## src/rtl/fmap_pkg.sv

```systemverilog
// Shared feature-map tile definitions used by both the tile writer and the
// display tile readers, so both ends agree on the word packing.
package fmap_pkg;

  typedef logic [1:0] state_t;

  localparam state_t IDLE  = 2'd0;
  localparam state_t FILL  = 2'd1;
  localparam state_t WRITE = 2'd2;
  localparam state_t DONE  = 2'd3;

  function automatic int pix_per_word(input int word_bits, input int pix_bits);
    return word_bits / pix_bits;
  endfunction

endpackage

```

## src/rtl/pixel_word_packer.sv

```systemverilog
// Slot-indexed pixel packer: pixel k of a word lands at bits [k*PIX_BITS +: PIX_BITS].
// word_next already includes the pixel being shifted in this cycle.
module pixel_word_packer #(
  parameter int PIX_BITS = 8,
  parameter int PPW      = 32,
  localparam int SLOT_W  = (PPW > 1) ? $clog2(PPW) : 1
) (
  input  logic                    clk,
  input  logic                    rst,
  input  logic                    clear,
  input  logic                    shift,
  input  logic [PIX_BITS-1:0]     pixel,
  output logic [PPW*PIX_BITS-1:0] word_next,
  output logic                    full
);

  logic [PPW*PIX_BITS-1:0] word;
  logic [SLOT_W-1:0]       slot;

  always_comb begin
    word_next = word;
    if (shift) word_next[slot*PIX_BITS +: PIX_BITS] = pixel;
  end

  // True when the next shifted pixel occupies the final slot of the word.
  assign full = (slot == SLOT_W'(PPW - 1));

  always_ff @(posedge clk or posedge rst) begin
    if (rst) begin
      word <= '0;
      slot <= '0;
    end else if (clear) begin
      word <= '0;
      slot <= '0;
    end else if (shift) begin
      word <= word_next;
      slot <= slot + 1'b1;
    end
  end

endmodule

```

## src/rtl/fmap_tile_writer.sv

```systemverilog
// Packs a raster-order pixel stream for one feature-map tile into BRAM words
// and writes them to port A starting at BASE_ADDR.
module fmap_tile_writer
  import fmap_pkg::*;
#(
  parameter int unsigned BASE_ADDR = 'h000,
  parameter int          TILE_W    = 24,
  parameter int          TILE_H    = 24,
  parameter int          WORD_BITS = 256,
  parameter int          PIX_BITS  = 8,
  parameter int          ADDR_BITS = 12
) (
  input  logic                 clk,
  input  logic                 rst,
  input  logic                 start,
  input  logic                 in_valid,
  output logic                 in_ready,
  input  logic [PIX_BITS-1:0]  in_pixel,
  input  logic                 in_last,
  output logic                 bram_we,
  output logic [ADDR_BITS-1:0] bram_addr,
  output logic [WORD_BITS-1:0] bram_wdata,
  output logic                 busy,
  output logic                 done,
  output logic                 last_err
);

  localparam int PPW        = pix_per_word(WORD_BITS, PIX_BITS);
  localparam int NPIX       = TILE_W * TILE_H;
  localparam int NWORDS     = (NPIX + PPW - 1) / PPW;
  localparam int PIX_CNT_W  = $clog2(NPIX + 1);
  localparam int WORD_CNT_W = $clog2(NWORDS + 1);

  if (WORD_BITS % PIX_BITS != 0) begin : g_bad_packing
    $error("fmap_tile_writer: WORD_BITS must be a multiple of PIX_BITS");
  end
  if (longint'(BASE_ADDR) + longint'(NWORDS) > (longint'(1) << ADDR_BITS)) begin : g_bad_range
    $error("fmap_tile_writer: tile would wrap the BRAM address space");
  end

  state_t                 state;
  logic [PIX_CNT_W-1:0]   pix_cnt;
  logic [WORD_CNT_W-1:0]  word_idx;
  logic                   finish;
  logic                   accept;
  logic                   final_pix;
  logic                   word_done;
  logic                   packer_clear;
  logic                   full;
  logic [WORD_BITS-1:0]   word_next;

  assign accept       = (state == FILL) && in_valid;
  assign final_pix    = (pix_cnt == PIX_CNT_W'(NPIX - 1));
  assign word_done    = accept && (full || final_pix || in_last);
  assign packer_clear = ((state == IDLE) && start) || (state == WRITE);

  assign in_ready = (state == FILL);
  assign bram_we  = (state == WRITE);
  assign busy     = (state != IDLE);
  assign done     = (state == DONE);

  pixel_word_packer #(
    .PIX_BITS (PIX_BITS),
    .PPW      (PPW)
  ) u_packer (
    .clk       (clk),
    .rst       (rst),
    .clear     (packer_clear),
    .shift     (accept),
    .pixel     (in_pixel),
    .word_next (word_next),
    .full      (full)
  );

  // Address and data are registered on the completing handshake so they
  // hold steady through the write strobe and between writes.
  always_ff @(posedge clk or posedge rst) begin
    if (rst) begin
      state      <= IDLE;
      pix_cnt    <= '0;
      word_idx   <= '0;
      finish     <= 1'b0;
      last_err   <= 1'b0;
      bram_addr  <= '0;
      bram_wdata <= '0;
    end else begin
      case (state)
        IDLE: begin
          if (start) begin
            state    <= FILL;
            pix_cnt  <= '0;
            word_idx <= '0;
            finish   <= 1'b0;
            last_err <= 1'b0;
          end
        end
        FILL: begin
          if (accept) begin
            pix_cnt <= pix_cnt + 1'b1;
            if (in_last != final_pix) last_err <= 1'b1;
            if (word_done) begin
              state      <= WRITE;
              finish     <= final_pix || in_last;
              bram_addr  <= ADDR_BITS'(BASE_ADDR) + ADDR_BITS'(word_idx);
              bram_wdata <= word_next;
            end
          end
        end
        WRITE: begin
          word_idx <= word_idx + 1'b1;
          state    <= finish ? DONE : FILL;
        end
        DONE: begin
          state <= IDLE;
        end
        default: state <= IDLE;
      endcase
    end
  end

endmodule

```

## config.mk

```make
export PLATFORM = sky130hd
export DESIGN_NAME = fmap_tile_writer
export DESIGN_NICKNAME = d
export VERILOG_FILES = /design/src/rtl/fmap_pkg.sv /design/src/rtl/pixel_word_packer.sv /design/src/rtl/fmap_tile_writer.sv
export SDC_FILE = /design/constraint.sdc
export NUM_CORES = 1
export LEC_CHECK = 0
export CAP_MARGIN = 20
export CORE_UTILIZATION = 56
export CTS_CLUSTER_SIZE = 10
export DETAILED_ROUTE_END_ITERATION = 7
export PLACE_DENSITY_LB_ADDON = 0.15
export SYNTH_ARGS = -nofsm -noshare
export SYNTH_HDL_FRONTEND = slang
export SYNTH_SLANG_ARGS = --single-unit
```

## constraint.sdc

```tcl
create_clock -name clk -period 25.9 [get_ports clk]
set_clock_uncertainty 0.15 [all_clocks]
set_input_delay 6.475 -clock clk [delete_from_list [all_inputs] [get_ports clk]]
set_output_delay 6.475 -clock clk [all_outputs]
set_load 0.05 [all_outputs]
```

**Sizing map**

Drawn at 2 px/um.
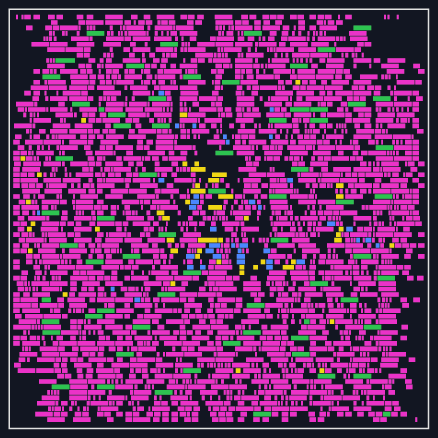
| color | size | cells |
|---|---|---|
| magenta | _0 and _1 cells | 2278 |
| green | _6 and larger | 67 |
| blue | _2 cells | 38 |
| yellow | _3 and _4 cells | 47 |

**Routed metal per tile**

Drawn at 2 px/um. 21 x 21 tiles, from black (low) to pale yellow (high), scaled to the fullest tile. Values are wire area over tile area, all layers added.
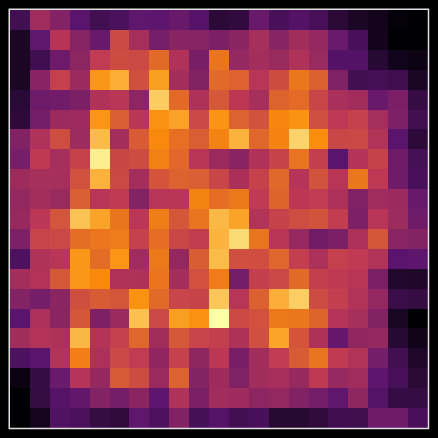
densest ninth of the die: center
tiles over half the peak: 39%
nearly empty tiles: 1.6%
fullest tile: 0.55
mean over tiles: 0.25
total detailed-routing wirelength: 66500 um
all-layer global routing usage: 30.7%
average detailed-routed wire length per instance: 22.4 um
total number of vias: 18300

**M3 wires**

Drawn at 2 px/um.
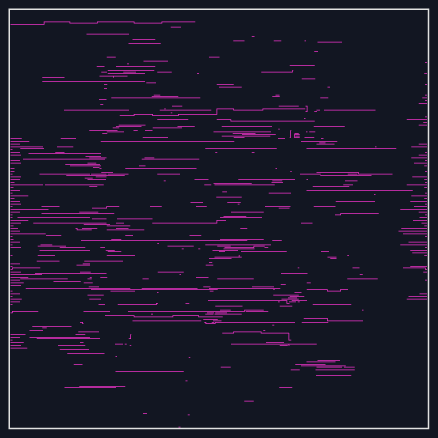
nets with wire on the layer: 312
wire length on this layer: 4620 um
share of all routed wire: 6.9%
main direction: horizontal
longest straight run: 82.8 um

**The clock network**

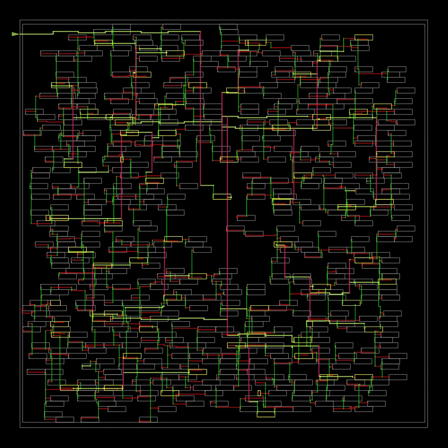
number of clock sinks: 541
number of buffers created by CTS: 60
insertion delay to the later sink of the worst-skew pair: 620 ps
Clock buffer cells: 66

**Register map, names as in the netlist**

Drawn at 2 px/um. Other sequential cells in the stronger gray, the rest of the logic in the fainter gray.
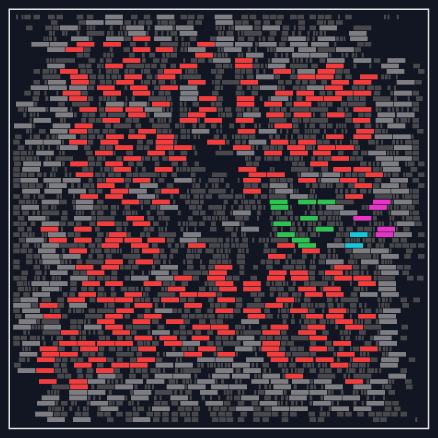
| color | netlist name | placed flops |
|---|---|---|
| red | u_packer.word | 256 |
| magenta | word_idx | 5 |
| cyan | state | 2 |
| green | pix_cnt | 10 |
not colored: 268
fraction of standard cell area that is sequential: 47.3%
sequential cell area: 13500 sq um
power in sequential cells: 881 uW
Util after Layout: 68.0%

==> qor.yml <==
global_route:
  grt_pass1_vias: 18000
  congestion_overflow_gr: 0
  antenna_found_initial: 1
  grt_most_used_layer: "met2"
  grtUsageMet1_pct: 44.1
  global_routing_met2_resource_utilization_pct: 48.6
synth:
  postSynth.topFlopCell: "sky130_fd_sc_hd__dfrtp_1"
  synth_flop_count: 541
  synth.top_cell.area_share_pct: 56.5
  mux_share_pct: 10.3
  synth.yosys.num_cells: 2206
  synth_area_sq_um: 24000
  ys_sh_adder_pct: 0.365
  synth-edff-count: 0
  yosysChipArea_sq_um: 24000
layout:
  bufAreaShareNonClock_pct: 10.7
  flow.area_growth_from_synthesis_pct: 19.3
  number_of_filler_instances_in_the_final_layout: 3200
  design_area_sq_um: 28600
  mostFrequentLayoutCell: "sky130_fd_sc_hd__dfrtp_1"
  multi_input_logic_portion_of_the_cell_area_pct: 33.9
  layout.clock.cell_area_share_pct: 5.52
  final_std_cells_w_o_fill: 2969
  drive_above_1_share_pct: 6.26
outcome:
  status: "completed"
routing:
  remaining_antenna_violation_count_after_routing: 0
  routed-wl-met2_um: 31600
  drt_pass1_iterations: 6
  met3_routed_wl_um: 4620
  dr.first_iter.drc_count: 1653
  drc: 0
  highest-signal-layer: "met4"
power:
  combinational_power_share_pct: 26.2
  power.density_cell_area_nw_per_um2: 76.6
  clkPwrFrac_pct: 33.5
  power.static_leakage_nw: 12.7
  powerClk_uw: 734
  fin_total_pwr_mw: 2.19
sta:
  setup_total_neg_slack_ps: 0
  drv_slew: 0
  tightestPinTransition_ps: 1100
  timing.final.hold_violations: 0
  cycle_use_final_pct: 37.8
  hold_slack_ps: 323
worst_setup_path:
  r2r.worst_path.cells: 9
  worstPathMaxFanout: 122
  r2r_start: "u_packer.slot[0]"
  reg2reg_setup_slack_ps: 21070
  cpMostUsedCell: "sky130_fd_sc_hd__buf_4"
  required_ps: 26190
  worst-endpoint-arrival_ps: 10080
  crit_chain: "clkdlybuf4s50_1, and3b_2, buf_4, nand2_4, buf_4, buf_4, o21ai_0"
die:
  ios: 286
  fp_util_pct: 57.0
  floorplan.die.height_um: 209
  tap-cell-count: 539
  row_count: 75
clock_tree:
  path_clk_slew_ps: 50
  cts_repair_resize_count: 0
  cts.hold.buffers_added: 0
place:
  dp_slack_ps: 15390
  port_buffers: 278
run:
  tool_warnings: 35
Power figures rest on the tool's default switching activity, not on a simulated workload.
